### config.mk
export PLATFORM = sky130hd
export DESIGN_NAME = instr_mem_loader
export DESIGN_NICKNAME = d
export VERILOG_FILES = /design/src/rtl/instr_mem_loader.sv
export SDC_FILE = /design/constraint.sdc
export NUM_CORES = 1
export LEC_CHECK = 0
export CELL_PAD_IN_SITES_DETAIL_PLACEMENT = 0
export CELL_PAD_IN_SITES_GLOBAL_PLACEMENT = 2
export CORE_MARGIN = 5
export CORE_UTILIZATION = 36
export CTS_CLUSTER_DIAMETER = 100
export DETAILED_ROUTE_END_ITERATION = 8
export GPL_TIMING_DRIVEN = 1
export PLACE_DENSITY = 0.84
export SLEW_MARGIN = 20
export SYNTH_ARGS = -nofsm -noshare
export SYNTH_HDL_FRONTEND = slang
export SYNTH_SLANG_ARGS = --single-unit
### constraint.sdc
create_clock -name clk -period 3.8 [get_ports clk]
set_input_delay 0.76 -clock clk [delete_from_list [all_inputs] [get_ports clk]]
set_output_delay 0.76 -clock clk [all_outputs]
set_load 0.03 [all_outputs]
### src/rtl/instr_mem_loader.sv
// Byte-stream loader for the instruction memory write port: length header, big-endian words, cpu_hold while busy.
// Optional checksum trailer byte enabled by defining LOADER_CHECKSUM_EN.
module instr_mem_loader #(
    parameter int unsigned ADDR_W    = 10,
    parameter int unsigned BASE_ADDR = 0
) (
    input  logic              clk,
    input  logic              reset,
    input  logic              start,
    input  logic [7:0]        in_data,
    input  logic              in_valid,
    output logic              in_ready,
    output logic              wr_en,
    output logic [ADDR_W-1:0] wr_addr,
    output logic [31:0]       wr_data,
    output logic              cpu_hold,
    output logic              done,
    output logic              err
);

    localparam int unsigned       CNT_W   = 11;
    localparam logic [ADDR_W-1:0] BASE    = ADDR_W'(BASE_ADDR);
    localparam logic [31:0]       MAX_CNT = 32'd1 << ADDR_W;

    typedef enum logic [2:0] {
        S_IDLE,
        S_LEN_HI,
        S_LEN_LO,
        S_DATA,
        S_WRITE,
        S_CHK,
        S_DONE
    } state_t;

`ifdef LOADER_CHECKSUM_EN
    localparam state_t TAIL_STATE = S_CHK;
`else
    localparam state_t TAIL_STATE = S_DONE;
`endif

    state_t            state;
    state_t            state_next;
    logic [2:0]        len_hi;
    logic [CNT_W-1:0]  count;
    logic [CNT_W-1:0]  index;
    logic [1:0]        byte_cnt;
    logic [23:0]       shift_q;
    logic              xfer;
    logic [CNT_W-1:0]  count_new;
    logic              oversize;
    logic              last_word;
`ifdef LOADER_CHECKSUM_EN
    logic [7:0]        csum;
`endif

    assign count_new = {len_hi, in_data};
    assign oversize  = 32'(count_new) > MAX_CNT;
    assign last_word = (index + CNT_W'(1)) == count;
    assign xfer      = in_valid & in_ready;

    always_ff @(posedge clk or posedge reset) begin
        if (reset) begin
            state <= S_IDLE;
        end else begin
            state <= state_next;
        end
    end

    always_comb begin
        state_next = state;
        in_ready   = 1'b0;
        wr_en      = 1'b0;
        done       = 1'b0;
        cpu_hold   = (state != S_IDLE);
        case (state)
            S_IDLE: begin
                if (start) state_next = S_LEN_HI;
            end
            S_LEN_HI: begin
                in_ready = 1'b1;
                if (in_valid) state_next = S_LEN_LO;
            end
            S_LEN_LO: begin
                in_ready = 1'b1;
                if (in_valid) begin
                    if (count_new == '0)  state_next = TAIL_STATE;
                    else if (oversize)    state_next = S_DONE;
                    else                  state_next = S_DATA;
                end
            end
            S_DATA: begin
                in_ready = 1'b1;
                if (in_valid && byte_cnt == 2'd3) state_next = S_WRITE;
            end
            S_WRITE: begin
                wr_en      = 1'b1;
                state_next = last_word ? TAIL_STATE : S_DATA;
            end
            S_CHK: begin
                in_ready = 1'b1;
                if (in_valid) state_next = S_DONE;
            end
            S_DONE: begin
                done       = 1'b1;
                state_next = S_IDLE;
            end
            default: state_next = S_IDLE;
        endcase
    end

    // wr_addr/wr_data are captured with the 4th byte so they are stable throughout WRITE
    // and keep their values while the next word assembles in shift_q.
    always_ff @(posedge clk or posedge reset) begin
        if (reset) begin
            len_hi   <= '0;
            count    <= '0;
            index    <= '0;
            byte_cnt <= '0;
            shift_q  <= '0;
            wr_addr  <= '0;
            wr_data  <= '0;
            err      <= 1'b0;
`ifdef LOADER_CHECKSUM_EN
            csum     <= '0;
`endif
        end else begin
            case (state)
                S_IDLE: begin
                    if (start) begin
                        err      <= 1'b0;
                        index    <= '0;
                        byte_cnt <= '0;
`ifdef LOADER_CHECKSUM_EN
                        csum     <= '0;
`endif
                    end
                end
                S_LEN_HI: begin
                    if (xfer) len_hi <= in_data[2:0];
                end
                S_LEN_LO: begin
                    if (xfer) begin
                        count <= count_new;
                        if (oversize) err <= 1'b1;
                    end
                end
                S_DATA: begin
                    if (xfer) begin
                        shift_q  <= {shift_q[15:0], in_data};
                        byte_cnt <= byte_cnt + 2'd1;
`ifdef LOADER_CHECKSUM_EN
                        csum     <= csum ^ in_data;
`endif
                        if (byte_cnt == 2'd3) begin
                            wr_data <= {shift_q, in_data};
                            wr_addr <= BASE + ADDR_W'(index);
                        end
                    end
                end
                S_WRITE: begin
                    index <= index + CNT_W'(1);
                end
`ifdef LOADER_CHECKSUM_EN
                S_CHK: begin
                    if (xfer && in_data != csum) err <= 1'b1;
                end
`endif
                default: ;
            endcase
        end
    end

endmodule

**Cell outlines without signal wires**

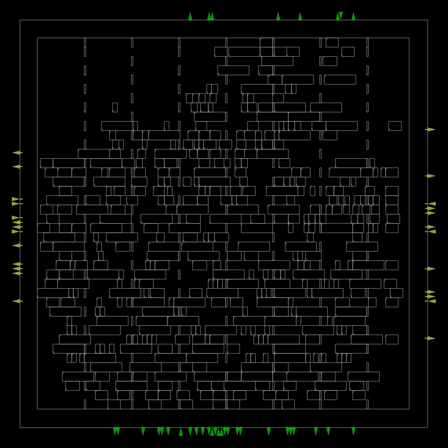
final sequential cell count: 97
share of the final layout cell area in sequential cells: 45.82%
tap cells: 147
Std-Cell Rows: 40
Fillers: 1,126

**I/O pins on the die edge**

Scale: 4 px per um. Pins as bars across the die edge, other pins in grey.
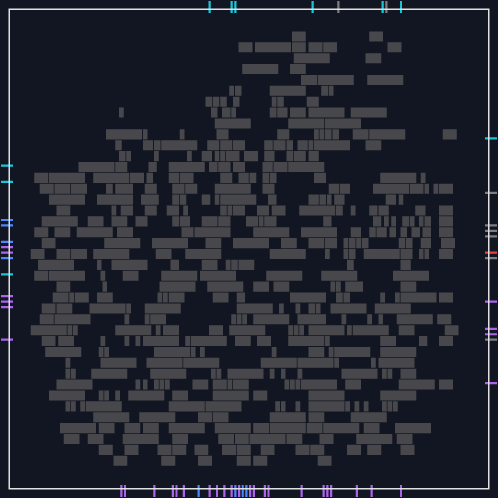
| colour | port | pins | direction | edge |
|---|---|---|---|---|
| red | in_ready | 1 | output | right |
| purple | wr_data | 32 | output | 22 bottom, 6 left, 4 right |
| cyan | wr_addr | 10 | output | 6 top, 3 left, 1 right |
| blue | in_data | 8 | input | 4 left, 4 bottom |
all pins by edge: 26 bottom, 13 left, 12 right, 8 top

**Routed metal, one colour a layer**

Scale: 3 px per um. Only two layers are drawn.
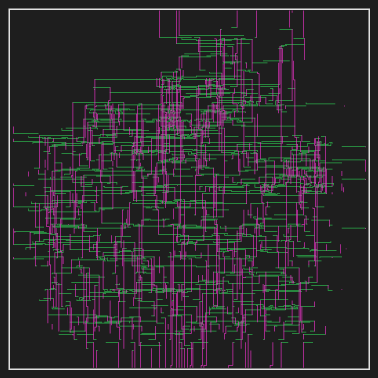
| colour | layer | wire length |
|---|---|---|
| magenta | M2 | 4,270 um |
| green | M1 | 4,610 um |

**A small window of the routed layout**

Region (40, 40) to (80, 80) um. Cells in grey, sequential cells in the stronger grey; small squares are vias.
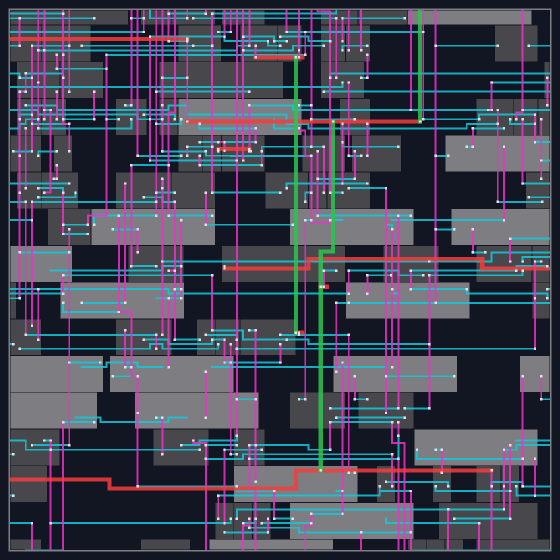
| colour | layer |
|---|---|
| magenta | M2 |
| red | M3 |
| green | M4 |
| cyan | M1 |
most frequent: dfrtp_1 (16), mux2_2 (10), nand2_1 (9)
sequential cells in the window: 16
cells with their middle in the window: 75
netlist names of flops here include: count (8), len_hi (3), shift_q (3)

**M2 wires**

Scale: 3 px per um.
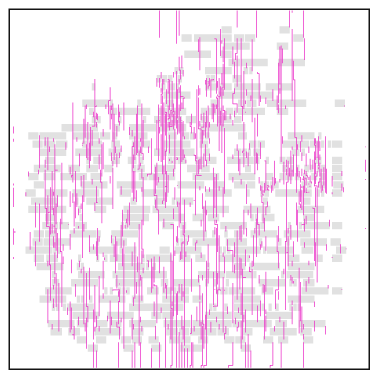
longest straight run: 40.5 um
main direction: vertical
share of all routed wire: 46%
nets with wire on the layer: 387
wire length on this layer: 4,270 um

-- power by group --
group	switching, mW	internal, mW
sequential	0.349	1.45
combinational	0.916	0.791
clock	0.387	0.449
-- flip-flops by register name, indices dropped and copies added, names as in the netlist --
| register | flops |
|---|---|
| wr_addr | 10 |
| state | 3 |
| index | 11 |
| len_hi | 3 |
| wr_data | 32 |
| err | 1 |
| byte_cnt | 2 |
| shift_q | 24 |
| count | 11 |
-- logic make-up (layout without fill, tap and decap cells) --
group | after synthesis | count (layout)
AND-OR/OR-AND | 48 | 48
multiplexers | 56 | 56
buffers and inverters | 27 | 88
adder cells (fa/ha/maj) | 2 | 2
flip-flops | 97 | 97
AND/OR/NAND/NOR | 143 | 143
XOR/XNOR | 15 | 15
==> results_dict.tcl <==
# implementation run metrics
set metrics [dict create \
    clockBufferDepth 2 \
    initCoreUtil_pct 36.38 \
    largest_area_cell "sky130_fd_sc_hd__dfrtp_1" \
    chip_area_line_of_the_yosys_report_um2 4315 \
    slew_headroom_pct 63.31 \
    clock-sinks 97 \
    timing.setup.tns_ns 0 \
    buffer_area_share_pct 12.19 \
    synth_top_flop_cell "sky130_fd_sc_hd__dfrtp_1" \
    chipWidth_um 119.5 \
    post_synthesis_cells 388 \
    final_common_cell "sky130_fd_sc_hd__dfrtp_1" \
    hp-start "shift_q[21]" \
    groute.usage.overall_pct 13.84 \
    startpoint_type "register" \
    synth.yosys.num_cells 388 \
    cts_inserted_buffers 9 \
    use_met1_pct 19.43 \
    core_region_area_um2 11860 \
    numSynthFlops 97 \
    wl_met1_um 4611 \
    async_flop_share_pct 100.0 \
    result_of_the_run "finished, final reports clean" \
    hold-path-endpoint "shift_q[21]" \
    die_h_um 119.5 \
    cts-htree-levels 3 \
    slowest_delay_ns 0.72 \
    min_period_ns 3.053 \
    postRouteAntennaNets 0 \
    drive_above_1_share_pct 19.38 \
    clk_slew_on_worst_s_h_paths_ns 0.07 \
    io_pins 59 \
    yosys-dominant-comb-family "simple AND/OR/NAND/NOR gates" \
    post-synth-top-area-fraction_pct 56.25 \
    max_freq_ghz 0.3276 \
    synth-edff-count 0 \
]
Power figures rest on the tool's default switching activity, not on a simulated workload.
